==> src/rtl/multi_note_pkg.sv <==
// Shared types for the note sequencer: FSM state, length codes and the queued command word.
package multi_note_pkg;

   typedef enum logic {IDLE = 1'b0, PLAY = 1'b1} state_t;

   localparam logic [1:0] LEN_1X = 2'd0;
   localparam logic [1:0] LEN_2X = 2'd1;
   localparam logic [1:0] LEN_4X = 2'd2;
   localparam logic [1:0] LEN_8X = 2'd3;

   // Widest note index a command can carry; the top zero-extends its NOTE_W field into this.
   localparam int CMD_NUM_W = 8;

   typedef struct packed {
      logic [CMD_NUM_W-1:0] num;
      logic [1:0]           len;
   } cmd_t;

endpackage

==> src/rtl/multi_note_sequencer_if.sv <==
// Note command channel between the switch/button front end and the sequencer.
interface multi_note_sequencer_if #(
   parameter int NOTE_W = 3
);
   // A command transfers on every clock edge where play_note_val and play_note_rdy are both
   // high; num/len must be stable while val is high, and rdy never depends on val.
   logic              play_note_val;
   logic              play_note_rdy;
   logic [NOTE_W-1:0] play_note_num;
   logic [1:0]        play_note_len;

   modport master (output play_note_val, output play_note_num, output play_note_len,
                   input  play_note_rdy);
   modport slave  (input  play_note_val, input  play_note_num, input  play_note_len,
                   output play_note_rdy);
endinterface

==> src/rtl/note_cmd_fifo.sv <==
// Synchronous FIFO for note commands with occupancy count and a synchronous clear.
module note_cmd_fifo #(
   parameter int WIDTH = 10,
   parameter int DEPTH = 4,
   localparam int AW = $clog2(DEPTH)
) (
   input  logic             clk,
   input  logic             rst,
   input  logic             clear,
   input  logic             push,
   input  logic [WIDTH-1:0] wr_data,
   input  logic             pop,
   output logic [WIDTH-1:0] rd_data,
   output logic             full,
   output logic             empty,
   output logic [AW:0]      count
);

   logic [WIDTH-1:0] mem [DEPTH];
   logic [AW-1:0]    wr_ptr;
   logic [AW-1:0]    rd_ptr;
   logic             push_ok;
   logic             pop_ok;

   assign full    = (count == (AW+1)'(DEPTH));
   assign empty   = (count == '0);
   assign push_ok = push && !full && !clear;
   assign pop_ok  = pop && !empty && !clear;
   assign rd_data = mem[rd_ptr];

   always_ff @(posedge clk) begin
      if (push_ok) mem[wr_ptr] <= wr_data;
   end

   // DEPTH is a power of two, so the pointers wrap on their own.
   always_ff @(posedge clk or negedge rst) begin
      if (!rst) begin
         wr_ptr <= '0;
         rd_ptr <= '0;
         count  <= '0;
      end else if (clear) begin
         wr_ptr <= '0;
         rd_ptr <= '0;
         count  <= '0;
      end else begin
         if (push_ok) wr_ptr <= wr_ptr + AW'(1);
         if (pop_ok)  rd_ptr <= rd_ptr + AW'(1);
         case ({push_ok, pop_ok})
            2'b10:   count <= count + (AW+1)'(1);
            2'b01:   count <= count - (AW+1)'(1);
            default: count <= count;
         endcase
      end
   end

endmodule

==> src/rtl/multi_note_sequencer.sv <==
// Queued square-wave note player: buffers note commands and plays them back to back,
// each for note_duration << len cycles.
module multi_note_sequencer
   import multi_note_pkg::*;
#(
   parameter int NUM_NOTES = 7,
   parameter int PERIOD_W  = 8,
   parameter int DUR_W     = 16,
   parameter int DEPTH     = 4,
   localparam int NOTE_W   = $clog2(NUM_NOTES + 1),
   localparam int CNT_W    = $clog2(DEPTH) + 1,
   localparam int DCW      = DUR_W + 3
) (
   input  logic                          clk,
   input  logic                          rst,
   input  logic [DUR_W-1:0]              note_duration,
   input  logic [NUM_NOTES*PERIOD_W-1:0] note_periods,
   input  logic                          flush,
   multi_note_sequencer_if.slave         cmd_if,
   output logic [NOTE_W-1:0]             note_sel,
   output logic                          note,
   output logic                          busy,
   output logic [CNT_W-1:0]              queue_count,
   output state_t                        fsm_state
);

   state_t              state;
   cmd_t                wr_cmd;
   cmd_t                rd_cmd;
   logic                fifo_full;
   logic                fifo_empty;
   logic                push;
   logic                pop;
   logic [DCW-1:0]      dur_cnt;
   logic [PERIOD_W-1:0] hp_cnt;
   logic [PERIOD_W-1:0] period;

   logic [PERIOD_W-1:0] period_tbl [2**NOTE_W];
   logic                in_range;
   logic [NOTE_W-1:0]   load_sel;
   logic [PERIOD_W-1:0] load_period;
   logic [DCW-1:0]      dur_base;
   logic [DCW-1:0]      dur_load;

   assign wr_cmd                = '{num: CMD_NUM_W'(cmd_if.play_note_num), len: cmd_if.play_note_len};
   assign cmd_if.play_note_rdy  = !fifo_full && !flush;
   assign push                  = cmd_if.play_note_val && cmd_if.play_note_rdy;
   assign pop                   = !flush && !fifo_empty &&
                                  ((state == IDLE) || (dur_cnt == '0));
   assign fsm_state             = state;

   note_cmd_fifo #(
      .WIDTH ($bits(cmd_t)),
      .DEPTH (DEPTH)
   ) u_fifo (
      .clk     (clk),
      .rst     (rst),
      .clear   (flush),
      .push    (push),
      .wr_data (wr_cmd),
      .pop     (pop),
      .rd_data (rd_cmd),
      .full    (fifo_full),
      .empty   (fifo_empty),
      .count   (queue_count)
   );

   // Index 0 (rest) and any unused index above NUM_NOTES read as a silent period.
   for (genvar k = 0; k < 2**NOTE_W; k++) begin : g_period_tbl
      if (k >= 1 && k <= NUM_NOTES) begin : g_note
         assign period_tbl[k] = note_periods[(k-1)*PERIOD_W +: PERIOD_W];
      end else begin : g_rest
         assign period_tbl[k] = '0;
      end
   end

   assign in_range    = (rd_cmd.num <= CMD_NUM_W'(NUM_NOTES));
   assign load_sel    = in_range ? rd_cmd.num[NOTE_W-1:0] : '0;
   assign load_period = in_range ? period_tbl[rd_cmd.num[NOTE_W-1:0]] : '0;
   assign dur_base    = (note_duration == '0) ? DCW'(1) : DCW'(note_duration);
   assign dur_load    = (dur_base << rd_cmd.len) - DCW'(1);

   always_ff @(posedge clk or negedge rst) begin
      if (!rst) begin
         state    <= IDLE;
         note_sel <= '0;
         note     <= 1'b0;
         busy     <= 1'b0;
         dur_cnt  <= '0;
         hp_cnt   <= '0;
         period   <= '0;
      end else if (flush) begin
         state    <= IDLE;
         note_sel <= '0;
         note     <= 1'b0;
         busy     <= 1'b0;
         dur_cnt  <= '0;
         hp_cnt   <= '0;
      end else if (pop) begin
         // Covers both the IDLE start and the gapless hand-off at the end of a note.
         state    <= PLAY;
         busy     <= 1'b1;
         note_sel <= load_sel;
         note     <= 1'b0;
         dur_cnt  <= dur_load;
         hp_cnt   <= load_period;
         period   <= load_period;
      end else begin
         case (state)
            PLAY: begin
               if (dur_cnt == '0) begin
                  state    <= IDLE;
                  busy     <= 1'b0;
                  note_sel <= '0;
                  note     <= 1'b0;
               end else begin
                  dur_cnt <= dur_cnt - DCW'(1);
                  if (period != '0) begin
                     if (hp_cnt == '0) begin
                        note   <= ~note;
                        hp_cnt <= period;
                     end else begin
                        hp_cnt <= hp_cnt - PERIOD_W'(1);
                     end
                  end
               end
            end
            default: begin
               note_sel <= '0;
               note     <= 1'b0;
            end
         endcase
      end
   end

endmodule

==> src/flat_wrapper.sv <==
// flat-port wrapper written by rule: the top's interface ports become plain ports
module multi_note_sequencer_flat import multi_note_pkg::*;
#(
   parameter int NUM_NOTES = 7,
   parameter int PERIOD_W  = 8,
   parameter int DUR_W     = 16,
   parameter int DEPTH     = 4,
   localparam int NOTE_W   = $clog2(NUM_NOTES + 1),
   localparam int CNT_W    = $clog2(DEPTH) + 1,
   localparam int DCW      = DUR_W + 3
)
  (clk, rst, note_duration, note_periods, flush, note_sel, note, busy, queue_count, fsm_state, cmd_if_play_note_val, cmd_if_play_note_num, cmd_if_play_note_len, cmd_if_play_note_rdy);
  multi_note_sequencer_if #(.NOTE_W(3)) cmd_if_i ();
  input  logic clk;
  input  logic rst;
  input  logic [DUR_W-1:0] note_duration;
  input  logic [NUM_NOTES*PERIOD_W-1:0] note_periods;
  input  logic flush;
  output logic [NOTE_W-1:0] note_sel;
  output logic note;
  output logic busy;
  output logic [CNT_W-1:0] queue_count;
  output state_t fsm_state;
  input wire logic [$bits(cmd_if_i.play_note_val)-1:0] cmd_if_play_note_val;
  input wire logic [$bits(cmd_if_i.play_note_num)-1:0] cmd_if_play_note_num;
  input wire logic [$bits(cmd_if_i.play_note_len)-1:0] cmd_if_play_note_len;
  output wire logic [$bits(cmd_if_i.play_note_rdy)-1:0] cmd_if_play_note_rdy;
  assign cmd_if_i.play_note_val = cmd_if_play_note_val;
  assign cmd_if_i.play_note_num = cmd_if_play_note_num;
  assign cmd_if_i.play_note_len = cmd_if_play_note_len;
  assign cmd_if_play_note_rdy = cmd_if_i.play_note_rdy;
  multi_note_sequencer #(.NUM_NOTES(NUM_NOTES), .PERIOD_W(PERIOD_W), .DUR_W(DUR_W), .DEPTH(DEPTH)) u_core (.clk(clk), .rst(rst), .note_duration(note_duration), .note_periods(note_periods), .flush(flush), .cmd_if(cmd_if_i), .note_sel(note_sel), .note(note), .busy(busy), .queue_count(queue_count), .fsm_state(fsm_state));
endmodule
==> config.mk <==
export PLATFORM = sky130hd
export DESIGN_NAME = multi_note_sequencer_flat
export DESIGN_NICKNAME = d
export VERILOG_FILES = /design/src/rtl/multi_note_pkg.sv /design/src/rtl/multi_note_sequencer_if.sv /design/src/rtl/note_cmd_fifo.sv /design/src/rtl/multi_note_sequencer.sv /design/src/flat_wrapper.sv
export SDC_FILE = /design/constraint.sdc
export NUM_CORES = 1
export LEC_CHECK = 0
export CELL_PAD_IN_SITES_DETAIL_PLACEMENT = 1
export CELL_PAD_IN_SITES_GLOBAL_PLACEMENT = 2
export CORE_MARGIN = 10
export CORE_UTILIZATION = 32
export DETAILED_ROUTE_END_ITERATION = 8
export PLACE_DENSITY_LB_ADDON = 0.1
export SYNTH_ARGS = -nofsm -noshare
export SYNTH_HDL_FRONTEND = slang
export SYNTH_SLANG_ARGS = --single-unit
==> constraint.sdc <==
create_clock -name clk -period 4.9 [get_ports clk]
set_input_delay 0.49 -clock clk [delete_from_list [all_inputs] [get_ports clk]]
set_output_delay 0.49 -clock clk [all_outputs]
set_load 0.02 [all_outputs]
run_1/clock_nets.png
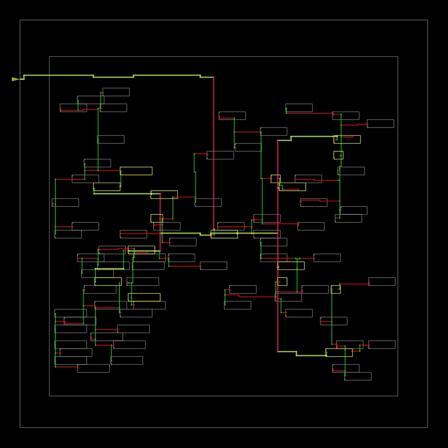
clk sinks: 68
Flops: 68
Latency at later pin: 340 ps
clock-net power: 0.729 mW

run_1/layers.png
Two of the layers only.
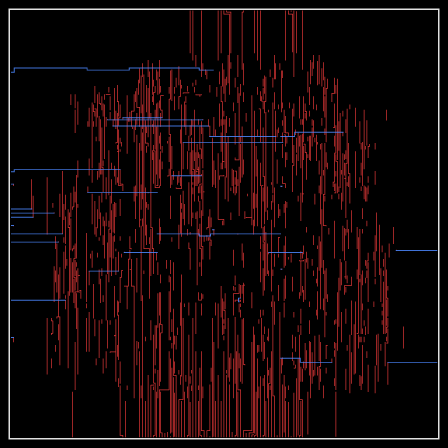
M2: shown in red, wire length 7,580 um. M3: shown in blue, wire length 493 um.

==> flow_summary_export.csv, run 1 <==
group,metric,value,unit
global_route,grt_pass1_vias,4367,
cts,cts_tree,"yes",
sta,min_period,4010,ps
setup_path,critPathMaxFanout,18,
global_route,grt-ovfl-total,0,
setup_path,r2r_setup_slack,890,ps
logic_synthesis,syn_inst,481,
final_layout,drive_gt1_share,10.2,%
place,routabilityCongestion,0.858,
drt,drt_wl_total,15400,um
final_layout,logic_gates,371,
final_layout,comb-cell-share,44.1,%
power_and_ir_drop,clkPwrFrac,18.7,%
sta,finalClockPeriodUsage,81.9,%
setup_path,start_kind,"register",
setup_path,worst_r2r_endpoint,"u_core.dur_cnt[18]",
final_layout,final_cell_mix,"clkdlybuf4s50_1 (89), dfrtp_1 (48), nand2_1 (46)",
setup_path,max_stage_delay,690,ps
cts,cts_setup_buffers,0,
logic_synthesis,yosysWarnings,0,
final_layout,reg_top3,"u_core.u_fifo.mem x20, u_core.dur_cnt x19",
sta,hold_viol_final,0,
run,warnings,30,
sta,finalClockSkew,7.77,ps
setup_path,reg2reg_depth,11,
logic_synthesis,yosys_area,4640,um^2
place,numPortBuffers,90,
logic_synthesis,edf_count,20,
setup_path,worst-path-stages,11,
hold_path,worst_hold_path_type,"primary input to async pin",
place,placed_area,5710,um^2
setup_path,reg2reg_from,"u_core.u_fifo.count[1]",
logic_synthesis,yosysTopAreaCell,"dfrtp_1",
final_layout,layout_top_cell,"clkdlybuf4s50_1",
final_layout,inverters,12,
power_and_ir_drop,p_comb,2.29,mW
final_layout,stdcell_area,6040,um^2
logic_synthesis,netlist.area_leader.share,25.9,%
global_route,grt_busiest_layer,"met2",
logic_synthesis,synth.logic.top_family,"AND-OR/OR-AND gates",
power_and_ir_drop,p_switching,1.80,mW
logic_synthesis,top_cells_by_area,"dfrtp_1 (26%), edfxtp_1 (13%), mux2i_1 (6.7%), mux4_2 (6.3%), nand2_1 (3.7%)",
setup_path,critPathArrivalTime,4240,ps
logic_synthesis,syn-cell-area,4640,um^2
final_layout,buf_share,16.1,%
global_route,grt_antenna_before_repair,0,
power_and_ir_drop,switching_share,46.1,%
power_and_ir_drop,p_per_area,647,nW/um^2
power_and_ir_drop,pg_seq,0.891,mW
floorplan,die_area,19700,um^2
sta,max_freq,0.249,GHz
run_status,status,"finished clean",
sta,maxSlewViolCount,0,
setup_path,cp.required,5130,ps
place,place_inst,731,
power_and_ir_drop,combPwrFrac,58.5,%
logic_synthesis,ys_seq_share,38.8,%
sta,rsz0062_at_grt,"false",
setup_path,endpoint,"u_core.dur_cnt[18]",
power_and_ir_drop,ir_drop,0.000342,V
final_layout,largest_register_ffs,20,
final_layout,clk_share,5.49,%
power_and_ir_drop,largestPowerGroup,"combinational cells",
final_layout,num-nonclk-buffers,100,
final_layout,seq_area_share,29.8,%
logic_synthesis,ys_sh_mux,15.4,%
logic_synthesis,synth.top_cells.by_count,"dfrtp_1 (48), nand2_1 (46), nor2_1 (42)",
sta,relSlewSlack,47.4,%
final_layout,fin_cells,747,
global_route,grt_usage,15.7,%
logic_synthesis,aoi_share,18.9,%
drt,avgRoutedWirePerCell,20.6,um
drt,wl_met3,493,um
logic_synthesis,synthSimpleGateAreaFrac,17.5,%
floorplan,rows,43,
logic_synthesis,ys_sh_xor,3.21,%
logic_synthesis,ys_async_sr_fraction,70.6,%
floorplan,n_tap_cell,180,
setup_path,slowest_stage,"o21a_1",
drt,wl_met1,7140,um
setup_path,worst-path-buf-inv,1,
power_and_ir_drop,seqPwrFrac,22.8,%
place,dpl.hpwl,11900,um
power_and_ir_drop,totalPowerFinal,3.91,mW
run_1/ff_map.png
Scale bar: 50 um. Other sequential cells in the stronger gray, the rest of the logic in the fainter gray.
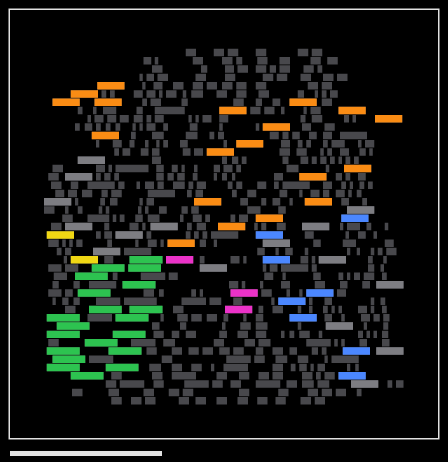
`u_core.u_fifo.wr_ptr`: shown in yellow, flops 2. `u_core.u_fifo.mem`: shown in green, flops 20, where south-west. `u_core.period`: shown in blue, flops 8. `u_core.note_sel`: shown in magenta, flops 3. `u_core.dur_cnt`: shown in orange, flops 19.
Another 16 sequential cells are not colored.

run_1/util_map.png
Scale bar: 50 um. The die is cut into 14 by 14 equal tiles; dark purple is low, yellow is high, 0 to 100% covered.
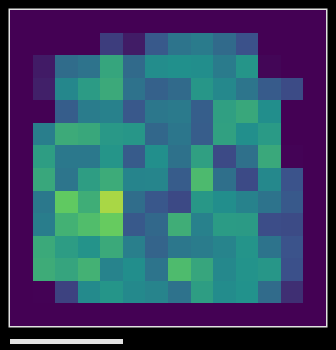
33% of the tiles are nearly empty. The fullest tile reaches 87%. The mean over all tiles is 30%.
Core Util, Final: 43.0%
core area: 14,000 um^2
FP Util: 33.0%

run_1/route_heat.png
The die is cut into 28 by 28 equal tiles; dark purple is low, yellow is high, scaled to the fullest tile. Values are wire area over tile area, all layers added.
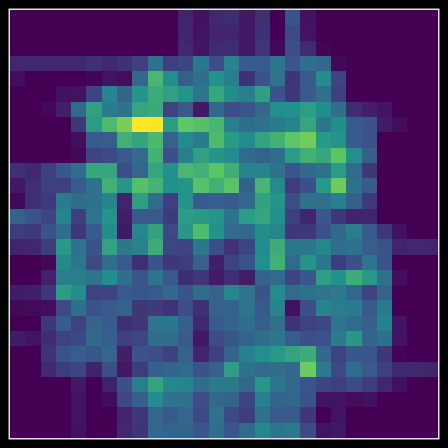

## Run 2: what changed since run 1
--- a/config.mk
+++ b/config.mk
@@ -8,7 +8,7 @@
 export CELL_PAD_IN_SITES_DETAIL_PLACEMENT = 1
 export CELL_PAD_IN_SITES_GLOBAL_PLACEMENT = 2
 export CORE_MARGIN = 10
-export CORE_UTILIZATION = 32
+export CORE_UTILIZATION = 29
 export DETAILED_ROUTE_END_ITERATION = 8
 export PLACE_DENSITY_LB_ADDON = 0.1
 export SYNTH_ARGS = -nofsm -noshare
==> constraint.sdc (replaced) <==
create_clock -name clk -period 3.3 [get_ports clk]
set_input_delay 0.33 -clock clk [delete_from_list [all_inputs] [get_ports clk]]
set_output_delay 0.33 -clock clk [all_outputs]
set_load 0.02 [all_outputs]
run_2/route_heat.png
The die is cut into 29 by 29 equal tiles; dark purple is low, yellow is high, scaled to the fullest tile. Values are wire area over tile area, all layers added.
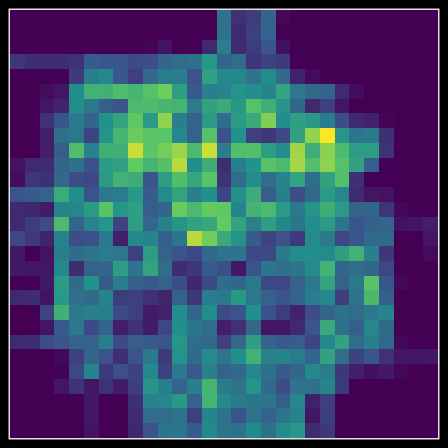
The mean over all tiles is 0.12. 17% of the tiles are over half the peak. The emptiest ninth of the die: north-east. The densest ninth of the die: center.
gr usage total: 15.6%
drt total wl: 16,700 um
WL per Instance: 20.2 um
vias post-DR: 4,358

run_2/layers.png
Two of the layers only.
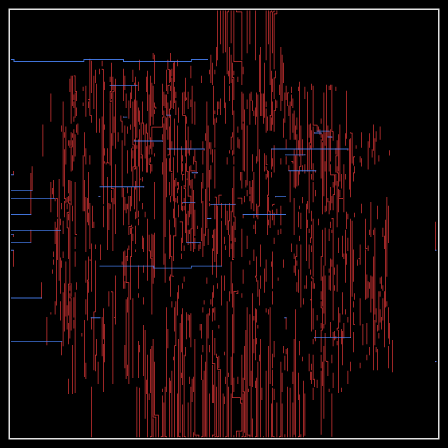

==> run 2 against run 1 <==
Compared with the run above: core utilization decreased by 1.8 points; sequential power increased by 48%; largest power group unchanged; non-clock buffer count increased by 45; design area increased by 7.6%; the flow now finishes with violations (negative hold slack); largest cell class unchanged; flip-flop count unchanged; global-route usage decreased by 0.060 points; critical path type unchanged.
==> flow_summary_export.csv, run 2 <==
group,metric,value,unit
setup_path,worst-path-stages,9,
power_and_ir_drop,p_comb,4.11,mW
final_layout,layout_top_cell,"clkdlybuf4s50_1",
logic_synthesis,netlist.area_leader.share,25.9,%
power_and_ir_drop,p_switching,2.92,mW
logic_synthesis,yosysTopAreaCell,"dfrtp_1",
drt,wl_met1,7770,um
logic_synthesis,synth.top_cells.by_count,"dfrtp_1 (48), nand2_1 (46), nor2_1 (42)",
final_layout,num-nonclk-buffers,145,
logic_synthesis,ys_sh_xor,3.21,%
final_layout,design.seq.count,68,
logic_synthesis,synth.logic.top_family,"AND-OR/OR-AND gates",
power_and_ir_drop,ir_drop,0.000514,V
place,place_inst,809,
power_and_ir_drop,power_clock,1.01,mW
global_route,grt_busiest_layer,"met2",
setup_path,worst-path-buf-inv,2,
final_layout,fin_cells,828,
setup_path,critPathArrivalTime,3460,ps
sta,finalClockPeriodUsage,97.7,%
sta,finalClockSkew,7.62,ps
logic_synthesis,ys_sh_mux,15.4,%
sta,min_period,3230,ps
place,routabilityCongestion,0.868,
place,numPortBuffers,90,
logic_synthesis,ys_seq_share,38.8,%
run_status,violations,"negative hold slack",
logic_synthesis,syn_inst,481,
floorplan,n_tap_cell,216,
sta,timing.hold.ws,-5.87,ps
final_layout,reg_top3,"u_core.u_fifo.mem x20, u_core.dur_cnt x19",
sta,rsz0062_at_grt,"true",
power_and_ir_drop,clkPwrFrac,15.8,%
cts,cts_setup_buffers,0,
run,warnings,32,
cts,cts_num_sinks,68,
global_route,grt_pass1_vias,4589,
cts,cts_tree,"yes",
global_route,grt-ovfl-total,0,
logic_synthesis,edf_count,20,
final_layout,inverters,12,
power_and_ir_drop,p_per_area,991,nW/um^2
cts,clock_latency,340,ps
sta,relSlewSlack,42.2,%
final_layout,drive_gt1_share,20.1,%
logic_synthesis,aoi_share,18.9,%
setup_path,reg2reg_depth,9,
run_status,status,"finished with violations",
place,placed_area,6110,um^2
setup_path,r2r_setup_slack,70,ps
final_layout,final_cell_mix,"clkdlybuf4s50_1 (89), buf_4 (54), nand2_1 (46)",
hold_path,worst_hold_path_type,"primary input to async pin",
logic_synthesis,ys_async_sr_fraction,70.6,%
sta,hold_viol_final,10,
final_layout,seq_area_share,27.8,%
final_layout,logic_gates,371,
sta,maxSlewViolCount,0,
floorplan,coreArea,15800,um^2
logic_synthesis,top_cells_by_area,"dfrtp_1 (26%), edfxtp_1 (13%), mux2i_1 (6.7%), mux4_2 (6.3%), nand2_1 (3.7%)",
setup_path,cp.required,3540,ps
power_and_ir_drop,switching_share,45.3,%
logic_synthesis,synthSimpleGateAreaFrac,17.5,%
final_layout,buf_share,20.3,%
final_layout,comb-cell-share,42.2,%
logic_synthesis,yosysWarnings,0,
setup_path,start_kind,"register",
sta,max_freq,0.310,GHz
Power and IR drop assume default switching activity.
